<file path="config.mk">
export PLATFORM = sky130hd
export DESIGN_NAME = control_multiciclo
export DESIGN_NICKNAME = d
export VERILOG_FILES = /design/src/rtl/control_pkg.sv /design/src/rtl/decod_opcode.sv /design/src/rtl/control_multiciclo.sv
export SDC_FILE = /design/constraint.sdc
export NUM_CORES = 1
export LEC_CHECK = 0
export ABC_AREA = 1
export CORE_AREA = 2 2 76 85
export DETAILED_ROUTE_END_ITERATION = 10
export DIE_AREA = 0 0 78 87
export GPL_ROUTABILITY_DRIVEN = 1
export PLACE_DENSITY = 0.52
export SYNTH_ARGS = -nofsm -noshare
export SYNTH_HDL_FRONTEND = slang
export SYNTH_SLANG_ARGS = --single-unit
</file>
<file path="constraint.sdc">
create_clock -name clk -period 1.2 [get_ports clk]
set_input_delay 0.24 -clock clk [delete_from_list [all_inputs] [get_ports clk]]
set_output_delay 0.24 -clock clk [all_outputs]
set_load 0.005 [all_outputs]
</file>
<file path="src/rtl/control_pkg.sv">
// Shared types for the multicycle controller: FSM state encoding and opcode classes.
package control_pkg;

    typedef enum logic [2:0] {
        ST_INIT   = 3'd0,
        ST_FETCH  = 3'd1,
        ST_DECODE = 3'd2,
        ST_EXEC   = 3'd3,
        ST_PCUPD  = 3'd4,
        ST_HALT   = 3'd5
    } state_t;

    typedef enum logic [2:0] {
        CLS_NOP  = 3'd0,
        CLS_ALU  = 3'd1,
        CLS_LI   = 3'd2,
        CLS_J    = 3'd3,
        CLS_JZ   = 3'd4,
        CLS_JNZ  = 3'd5,
        CLS_HALT = 3'd6
    } op_class_t;

endpackage

</file>
<file path="src/rtl/decod_opcode.sv">
// Combinational opcode classifier; only opcode[5:2] selects the class.
module decod_opcode
    import control_pkg::*;
(
    input  logic [5:0] opcode,
    output op_class_t  op_class
);

    logic unused_low_bits;
    assign unused_low_bits = ^opcode[1:0];

    always_comb begin
        op_class = CLS_NOP;
        casez (opcode[5:2])
            4'b0???: op_class = CLS_ALU;
            4'b1000: op_class = CLS_LI;
            4'b1001: op_class = CLS_J;
            4'b1010: op_class = CLS_JZ;
            4'b1011: op_class = CLS_JNZ;
            4'b1111: op_class = CLS_HALT;
            default: op_class = CLS_NOP;
        endcase
    end

endmodule

</file>
<file path="src/rtl/control_multiciclo.sv">
// Multicycle datapath controller: FETCH/DECODE/EXEC/PCUPD sequencing with a
// retired-instruction counter. Outputs are decoded from the registered state.
//
// state  | meaning
// INIT   | post-reset idle, one cycle
// FETCH  | load IR when memory ready (stall=0)
// DECODE | latch opcode, branch to HALT or EXEC
// EXEC   | register-file write for ALU/LI, sample z
// PCUPD  | load PC (PC+1 or jump target), retire instruction
// HALT   | program finished, wait for reset
module control_multiciclo
    import control_pkg::*;
#(
    parameter int CNT_W = 16
) (
    input  logic             clk,
    input  logic             reset,
    input  logic [5:0]       opcode,
    input  logic             z,
    input  logic             stall,
    output logic             load_ir,
    output logic             load_pc,
    output logic             s_inc,
    output logic             s_inm,
    output logic             we3,
    output logic [2:0]       op,
    output logic             fin,
    output logic [CNT_W-1:0] n_instr
);

    state_t           state_q, state_d;
    logic [5:0]       opcode_q, opcode_d;
    logic             z_q, z_d;
    logic [CNT_W-1:0] n_instr_q, n_instr_d;
    logic [5:0]       dec_in;
    op_class_t        op_class;

    // DECODE classifies the live opcode; later states use the latched copy.
    assign dec_in = (state_q == ST_DECODE) ? opcode : opcode_q;

    decod_opcode u_decod (
        .opcode   (dec_in),
        .op_class (op_class)
    );

    always_comb begin
        state_d   = state_q;
        opcode_d  = opcode_q;
        z_d       = z_q;
        n_instr_d = n_instr_q;
        case (state_q)
            ST_INIT:   state_d = ST_FETCH;
            ST_FETCH:  if (!stall) state_d = ST_DECODE;
            ST_DECODE: begin
                opcode_d = opcode;
                state_d  = (op_class == CLS_HALT) ? ST_HALT : ST_EXEC;
            end
            ST_EXEC: begin
                z_d     = z;
                state_d = ST_PCUPD;
            end
            ST_PCUPD: begin
                n_instr_d = n_instr_q + CNT_W'(1);
                state_d   = ST_FETCH;
            end
            ST_HALT:   state_d = ST_HALT;
            default:   state_d = ST_INIT;
        endcase
    end

    always_ff @(posedge clk or posedge reset) begin
        if (reset) begin
            state_q   <= ST_INIT;
            opcode_q  <= '0;
            z_q       <= 1'b0;
            n_instr_q <= '0;
        end else begin
            state_q   <= state_d;
            opcode_q  <= opcode_d;
            z_q       <= z_d;
            n_instr_q <= n_instr_d;
        end
    end

    always_comb begin
        load_ir = 1'b0;
        load_pc = 1'b0;
        s_inc   = 1'b1;
        s_inm   = 1'b0;
        we3     = 1'b0;
        op      = 3'b000;
        fin     = 1'b0;
        case (state_q)
            ST_FETCH: load_ir = ~stall;
            ST_EXEC: begin
                if (op_class == CLS_ALU) begin
                    we3 = 1'b1;
                    op  = opcode_q[4:2];
                end else if (op_class == CLS_LI) begin
                    we3   = 1'b1;
                    s_inm = 1'b1;
                end
            end
            ST_PCUPD: begin
                load_pc = 1'b1;
                case (op_class)
                    CLS_J:   s_inc = 1'b0;
                    CLS_JZ:  s_inc = ~z_q;
                    CLS_JNZ: s_inc = z_q;
                    default: s_inc = 1'b1;
                endcase
            end
            ST_HALT: fin = 1'b1;
            default: ;
        endcase
    end

    assign n_instr = n_instr_q;

endmodule

</file>
### Placement by cell class

The bar under the picture is 20 um long. Fill, decap, tap and diode cells in grey.
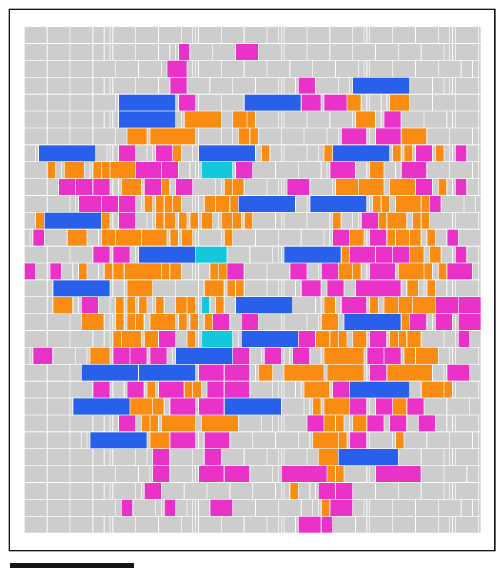
Key: blue = flip-flops [cells 24, share of their area 23%]; cyan = clock drivers and dummy loads [cells 4, share of their area 1.7%]; magenta = other buffers and delay cells [cells 115, share of their area 37%]; orange = all other logic [cells 160, share of their area 38%]

### Routing congestion

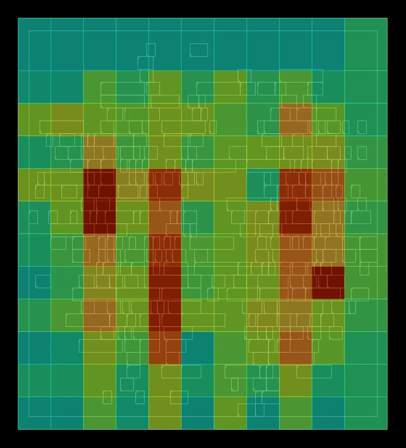
GR peak layer: met2
global-route track usage on met1: 14.4%
share of the core filled with cells in the final layout: 45.2%
total routing resource utilization after global routing: 13.4%
met2 global-route usage: 26.3%

==> cell families after synthesis <==
family                     Yosys count  share of synthesized area (%)
and+or+nand+nor                    107                           38.5
buffers and inverters               34                           9.37
DFF                                 24                           41.6
xor gates and xnor gates            10                           6.59
AOI/OAI and AO/OA                    8                           3.04
adders and majority gates            1                          0.867
==> worst min path at each step <==
| stage | from | slack, ps | endpoint |
|---|---|---|---|
| detailed placement | n_instr[15] | 490 | n_instr[15] |
| global route | reset | 320 | opcode_q[3] |
| global placement | n_instr[15] | 480 | n_instr[15] |
| floorplan | reset | 250 | n_instr[0] |
| CTS | reset | 310 | state_q[1] |
| finish | reset | 300 | state_q[1] |
==> sequential cells by signal, summed over array words and instances (netlist names) <==
signal    count
state_q       3
opcode_q      4
z_q           1
n_instr      16
==> results.rst <==
Flow metrics
------------

.. list-table::
   :header-rows: 1

   * - Metric
     - Value
   * - Combinational gate count
     - approximately 130
   * - Standby leakage power
     - 1.49 nW
   * - Critical Path Most Common Cell
     - sky130_fd_sc_hd__nand2_1
   * - Root cell of the clock tree
     - sky130_fd_sc_hd__clkbuf_8
   * - Seq cells
     - 24
   * - Detailed Route WL
     - 4.28 mm
   * - Minimum hold slack
     - approximately 300 ps
   * - NonClk Buf Share
     - roughly 36%
   * - Launch point of the worst reg-to-reg path
     - state_q[0]
   * - ANT nets after route
     - 0
   * - Max rail drop VDD
     - approximately 620 uV
   * - Core footprint
     - between 0.006 and 0.007 sq mm
   * - Post-DP HPWL
     - 2.73 mm
   * - Required time of the worst setup path
     - 960 ps
   * - Overall power of the completed layout
     - 4.95 mW
   * - Startpoint type of the worst setup path
     - flop
   * - Worst-Skew Late Latency
     - 270 ps
   * - Worst path slowest cell
     - sky130_fd_sc_hd__dfrtp_2
   * - RePlAce Congestion
     - around 0.83
   * - Worst slew margin relative to its limit
     - 77.6%
   * - DR vias/cell
     - 4.06
   * - Final max-slew violation count
     - 0
   * - Clock buffer depth
     - 2
   * - Final critical delay including setup and external delays
     - between 1500 and 2000 ps
   * - Combinational Power
     - 3.29 mW
   * - Initial antenna violation count
     - 0
   * - Row count
     - 30
   * - Worst-case setup margin in the final layout
     - -624 ps
   * - Power in sequential cells
     - approximately 1.2 mW
   * - Critical Path, Cell by Cell
     - buf_12, nor2_8, nand3_2, nand2_4, nand2_2, a21oi_2, nand2_1, nand2_1, buf_2
   * - Hold violation count in the final report
     - 0
   * - Largest net degree at the start of global routing
     - 25
   * - Setup-failing EPs final
     - 32
   * - Combinational share of cell area
     - about a third
   * - Starting Density
     - roughly a quarter
   * - Arrival @ worst endpoint
     - about 1600 ps
   * - Wire length of the first global-routing pass
     - 7.25 mm
   * - Final std cell area, no fill
     - between 0.002 and 0.003 sq mm
   * - Worst Skew
     - approximately 3.4 ps
   * - Violated checks
     - setup timing
   * - Most common cell after layout, fill and taps aside
     - sky130_fd_sc_hd__buf_4
   * - F_max
     - 548 MHz
   * - Critical Path Start
     - state_q[0]
   * - Maximum single-stage delay on the critical path
     - 450 ps
   * - Largest cells by area after synthesis
     - sky130_fd_sc_hd__dfrtp_1 42%, sky130_fd_sc_hd__nand2_1 13%, sky130_fd_sc_hd__inv_1 7.5%
   * - Length of routed met2 wiring
     - roughly 2.3 mm
   * - Outcome
     - finished with violations
   * - Top cell type's share of synthesized area
     - 41.6%
   * - Number of distinct library cells after synthesis
     - 25
   * - Worst reg-to-reg path cell count
     - 12
   * - Vias post-DR
     - approximately 1600
   * - Count of buffering cells on the critical path with inverters included
     - 2
   * - Total grt overflow
     - 0
   * - Number of filler cells placed in the layout
     - ~610
   * - Post-placement worst setup slack
     - -784 ps
   * - Area grow syn2layout
     - 88.0%
   * - Post-synthesis cell type with the largest instance count
     - sky130_fd_sc_hd__nand2_1
   * - Detailed-router iteration count before antenna repair
     - 4
   * - Crit Path Class
     - flop to primary output
   * - Worst-path fanout max
     - 5
   * - Area occupied by multi-input gates
     - 852 sq um
   * - Cell count along the critical path
     - 9
   * - Number of CTS-inserted buffers
     - 3
   * - Largest cell class by area
     - buffers
   * - Cell Pwr Density
     - between 1500 and 2000 mW/mm^2
   * - Global Route met3 Usage
     - roughly 1.6%
   * - Count of library flops with an enable pin
     - 0
   * - Number of cells after detailed placement
     - around 340
   * - Commonest cells after routing, fill and taps aside
     - 65 x sky130_fd_sc_hd__buf_4, 43 x sky130_fd_sc_hd__nand2_1, 27 x sky130_fd_sc_hd__inv_1
   * - Hold buffers post-CTS
     - 0
   * - Clock group share of total power
     - 10.2%
   * - Comb power frac
     - between 60% and 70%
   * - Highest routing layer actually used
     - met4
   * - Cell area after placement
     - 0.00220 sq mm
   * - CP endpoint
     - s_inc
   * - Sequential portion of the cell area
     - between 20% and 30%
   * - Dominant cell type by area after synthesis
     - sky130_fd_sc_hd__dfrtp_1
   * - Share of cells above drive strength 1
     - slightly above 50%
   * - Switching power share of the total
     - about 38%
   * - Final instance count without filler cells
     - around 380
   * - Floorplan Nets
     - a little under 200
   * - Post-synth ARST share
     - 100%
   * - Number of warnings printed during yosys synthesis
     - 0
   * - Register-to-register setup slack
     - -530 ps
Power and IR drop assume default switching activity.
